<file path="src/rtl/bcd_seg_scan.sv">
`default_nettype none
// ============================================================================
// Module      : bcd_seg_scan
// Description : Two-digit time-multiplexed seven-segment driver. Holds a
//               BCD pair (MSD, LSD) captured on a load strobe, alternates the
//               digit enables every REFRESH_DIV clocks and decodes the digit
//               being shown. An optional leading-zero blank hides a zero MSD.
//               Illegal digits (>9) raise a sticky error flag.
// Revision    : 1.0 - initial release
// ----------------------------------------------------------------------------
// Parameters
//   REFRESH_DIV : clocks each digit stays enabled per scan slot (>= 2)
//   BLANK_LZ    : 1 = blank segments while a zero MSD is shown
// Ports
//   clk     in   1  system clock, rising edge
//   rst     in   1  asynchronous active-high reset
//   load    in   1  capture msd/lsd on this edge
//   msd     in   4  most significant BCD digit
//   lsd     in   4  least significant BCD digit
//   err_clr in   1  synchronous clear of err
//   seg     out  7  segments {a,b,c,d,e,f,g}, active high, registered
//   an      out  2  one-hot digit enable, an[0]=LSD, an[1]=MSD, registered
//   err     out  1  sticky illegal-digit flag, registered
// ============================================================================
module bcd_seg_scan #(
  parameter int REFRESH_DIV = 4,
  parameter bit BLANK_LZ    = 1'b1
) (
  input  logic       clk,
  input  logic       rst,
  input  logic       load,
  input  logic [3:0] msd,
  input  logic [3:0] lsd,
  input  logic       err_clr,
  output logic [6:0] seg,
  output logic [1:0] an,
  output logic       err
);

  // Counter width; guarded so a degenerate divider still elaborates.
  localparam int                 c_CNT_W   = (REFRESH_DIV > 1) ? $clog2(REFRESH_DIV) : 1;
  localparam logic [c_CNT_W-1:0] c_CNT_MAX = c_CNT_W'(REFRESH_DIV - 1);

  localparam logic [6:0] c_SEG_E   = 7'b1001111;
  localparam logic [1:0] c_AN_LSD  = 2'b01;
  localparam logic [1:0] c_AN_MSD  = 2'b10;

  typedef enum logic [0:0] {
    SCAN_LSD = 1'b0,
    SCAN_MSD = 1'b1
  } scan_e;

  logic [3:0]         r_msd;
  logic [3:0]         r_lsd;
  logic [c_CNT_W-1:0] r_cnt;
  scan_e              r_sel;
  logic [6:0]         r_seg;
  logic [1:0]         r_an;
  logic               r_err;

  logic [3:0]         w_dig;
  logic [6:0]         w_seg_dec;
  logic               w_blank;
  logic [6:0]         w_seg_nxt;
  logic [1:0]         w_an_nxt;
  logic               w_bad_in;
  logic               w_wrap;

  // Digit to segment pattern; every non-BCD code shows "E".
  function automatic logic [6:0] f_dec(input logic [3:0] d);
    logic [6:0] s;
    case (d)
      4'd0:    s = 7'b1111110;
      4'd1:    s = 7'b0110000;
      4'd2:    s = 7'b1101101;
      4'd3:    s = 7'b1111001;
      4'd4:    s = 7'b0110011;
      4'd5:    s = 7'b1011011;
      4'd6:    s = 7'b1011111;
      4'd7:    s = 7'b1110000;
      4'd8:    s = 7'b1111111;
      4'd9:    s = 7'b1111011;
      default: s = c_SEG_E;
    endcase
    return s;
  endfunction

  // Output selection works on the pre-edge state, so an/seg trail sel by one
  // clock and a digit loaded on a wrap edge is shown in the very next slot.
  always_comb begin
    w_dig     = (r_sel == SCAN_MSD) ? r_msd : r_lsd;
    w_seg_dec = f_dec(w_dig);
    w_blank   = BLANK_LZ && (r_sel == SCAN_MSD) && (r_msd == 4'd0);
    w_seg_nxt = w_blank ? 7'b0000000 : w_seg_dec;
    w_an_nxt  = (r_sel == SCAN_MSD) ? c_AN_MSD : c_AN_LSD;
    w_bad_in  = (msd > 4'd9) || (lsd > 4'd9);
    w_wrap    = (r_cnt == c_CNT_MAX);
  end

  always_ff @(posedge clk or posedge rst) begin
    if (rst) begin
      r_msd <= 4'd0;
      r_lsd <= 4'd0;
      r_cnt <= '0;
      r_sel <= SCAN_LSD;
      r_seg <= 7'b0000000;
      r_an  <= 2'b00;
      r_err <= 1'b0;
    end else begin
      if (load) begin
        r_msd <= msd;
        r_lsd <= lsd;
      end

      if (w_wrap) begin
        r_cnt <= '0;
        r_sel <= (r_sel == SCAN_LSD) ? SCAN_MSD : SCAN_LSD;
      end else begin
        r_cnt <= r_cnt + 1'b1;
      end

      r_seg <= w_seg_nxt;
      r_an  <= w_an_nxt;

      // A bad load on the same edge as a clear keeps the flag set.
      if (load && w_bad_in) begin
        r_err <= 1'b1;
      end else if (err_clr) begin
        r_err <= 1'b0;
      end
    end
  end

  assign seg = r_seg;
  assign an  = r_an;
  assign err = r_err;

endmodule
`default_nettype wire

</file>
<file path="config.mk">
export PLATFORM = sky130hd
export DESIGN_NAME = bcd_seg_scan
export DESIGN_NICKNAME = d
export VERILOG_FILES = /design/src/rtl/bcd_seg_scan.sv
export SDC_FILE = /design/constraint.sdc
export NUM_CORES = 1
export LEC_CHECK = 0
export CORE_ASPECT_RATIO = 1.4
export CORE_MARGIN = 3
export CORE_UTILIZATION = 41
export DETAILED_ROUTE_END_ITERATION = 12
export GPL_ROUTABILITY_DRIVEN = 0
export PLACE_DENSITY = 0.76
export SLEW_MARGIN = 10
export SYNTH_ARGS = -nofsm -noshare
export SYNTH_HDL_FRONTEND = slang
export SYNTH_SLANG_ARGS = --single-unit
</file>
<file path="constraint.sdc">
create_clock -name clk -period 2.6 [get_ports clk]
set_input_delay 0.65 -clock clk [delete_from_list [all_inputs] [get_ports clk]]
set_output_delay 0.65 -clock clk [all_outputs]
set_load 0.02 [all_outputs]
</file>
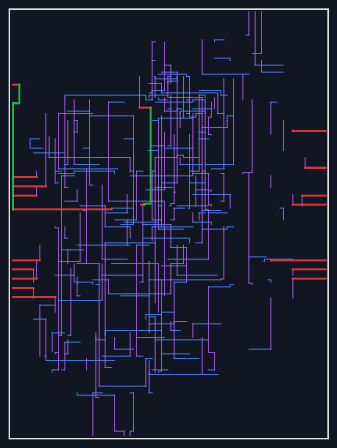
Figure 1: signal wires by layer.
Key: purple = M2 [wire length 859 um]; green = M4 [wire length 34.5 um]; blue = M1 [wire length 556 um]; red = M3 [wire length 82.3 um]
routed length per instance: 13.2 um
gr usage total: 0.127
routed wire length: 1.53 mm

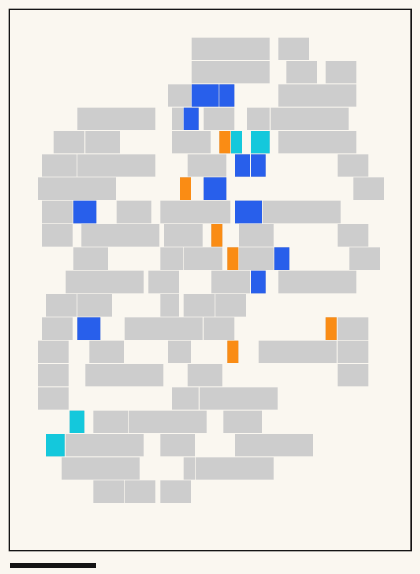
Figure 2: gate-type map.
Bar = 10 um.
Key: cyan = nand cells [cells 4]; blue = aoi and oai cells [cells 11]; orange = inv cells [cells 6, where middle]

## power breakdown
group,internal [uW],switching (uW)
clock,59.7,90.3
sequential,355,15.3
combinational,79.5,72.9
## layout by cell type, fill, tap and decap left out
cell             netlist  layout
a211oi_1               1       1
a21o_1                 1       1
a21oi_1                5       5
a311oi_1               2       2
clkbuf_1               1       1
clkbuf_4               0       3
clkdlybuf4s50_1        0      21
dfrtp_1               21      21
ha_1                   6       6
inv_1                  6       6
mux2_1                 2       2
mux2_2                 9       9
mux2i_1                4       4
mux2i_4                1       1
nand2_1                1       1
nand2b_1               2       2
nand3_1                1       1
nor2_1                 1       1
nor3_2                 1       1
o211ai_1               2       2
o21ai_0                1       1
or3_1                  1       1
xor2_1                 1       1
==> impl_metrics.tcl <==
# flow metrics
set metrics [dict create \
    critical-path-top-delay-family "buffers and inverters" \
    taps 22 \
    arrival_ns 1.27 \
    vias 614 \
    power_uw 673 \
    xor_area_frac 0.00920 \
    grt_max_degree 22 \
    hold_class "flop to flop" \
    antenna_found_initial 0 \
    grt_setup_unrepaired "no" \
    logic_family "multiplexers" \
    core_area_sq_um 2200 \
    clock_skew_ns 0.00599 \
    synth_area_sq_um 952 \
    drive_gt1_frac 0.149 \
    grt_pass1_wl_mm 2.72 \
    adder_share 0.0788 \
    wl_met2_um 858 \
    clock_sinks 21 \
    r2r_setup_slack_ns 0.70 \
    power_density_nw_per_um2 560 \
    signal_buffers 21 \
    htreeDepth 1 \
    clkTransAtPathRegs_ns 0.11 \
    top_usage_layer "met2" \
    synth_top_cell_by_area "dfrtp_1" \
    fp_util 0.432 \
    io_buffers 21 \
    clockNetworkAreaShare 0.0219 \
    die_h_um 63.0 \
    pin_count 22 \
    dp_cells 112 \
    use_met1 0.139 \
    cts_tree "built" \
    hold_violations 0 \
    layout.area.seq_sq_um 526 \
    rr_worst_depth 5 \
    area_delta_synth_final_pct 26.1 \
    worstHoldEndpoint "r_cnt[0]$_DFF_PP0_" \
    post_cts_buffers 0 \
    min_from "r_cnt[0]$_DFF_PP0_" \
    inverters 6 \
    comb_area_share 0.324 \
    hpwl_mm 1.23 \
    slowest_stage "clkdlybuf4s50_1" \
    first_pass_iters 2 \
    drcViolationCount 0 \
    cp-start-kind "flop" \
    flops 21 \
    pre_cts_slack_ns 0.702 \
    seq_share 0.438 \
    synthMostInstantiatedCell "dfrtp_1" \
    yosys_cells 71 \
    nets 113 \
    ys_sh_simple 0.0434 \
    synth_seq_share 0.552 \
    slew_headroom 0.504 \
    layout_min_cycle_time_ns 1.92 \
    yosys_warnings 0 \
    utilization 0.545 \
    die_x_um 46.7 \
    setup_violations 0 \
    whs_ns 0.435 \
    n_fill_cell 198 \
    clock_buffers 4 \
    endpoint_kind "output pin" \
    ctsRootBufferMaster "clkbuf_4" \
    status "complete, no violations" \
    max_stage_delay_ns 0.61 \
    peakVddDrop_v 0.000276 \
    crit_chain "clkdlybuf4s50_1" \
    ctsLongestPathBuffers 2 \
    p_leak_uw 0.000508 \
    crit-reg2reg-launch "r_sel$_DFFE_PP0P_" \
    avgSynthCellArea_sq_um 13.4 \
    postPlaceCellArea_sq_um 1170 \
    cp.required_ns 1.95 \
    drt_iter0_markers 7 \
    netlist_instances 71 \
    edf_count 0 \
    ys_sh_aoi 0.0815 \
    finalClockPeriodUsage 0.740 \
    worst-path-max-fanout 2 \
    async_reset_ff_frac 1.00 \
    netlist.area_leader.share 0.552 \
    fin_setup_tns_ns 0 \
    flop_cell "dfrtp_1" \
    use_met3 0.0173 \
    startpoint "err$_DFFE_PP0P_" \
    syn-num-nets 89 \
    gr-total-overflow 0 \
    grt_pass1_vias 634 \
    finalWorstSetupSlack_ns 0.676 \
    drv_slew 0 \
    mux_area_frac 0.196 \
    top_cells_by_area "dfrtp_1, mux2_2, ha_1" \
    nonClkBufAreaFrac 0.175 \
    mi_logic_area_sq_um 389 \
    cts-hold-fix-buffers 0 \
    viasPerCell 5.29 \
    ys_types 22 \
    crit_type "flop to output pin" \
    drv_cap 0 \
    comb_cells 42 \
    numCtsBuffers 3 \
    common_cells "dfrtp_1, mux2_2, ha_1, inv_1, a21oi_1" \
]
No activity file was given, so power comes from the tool's default toggle rates.
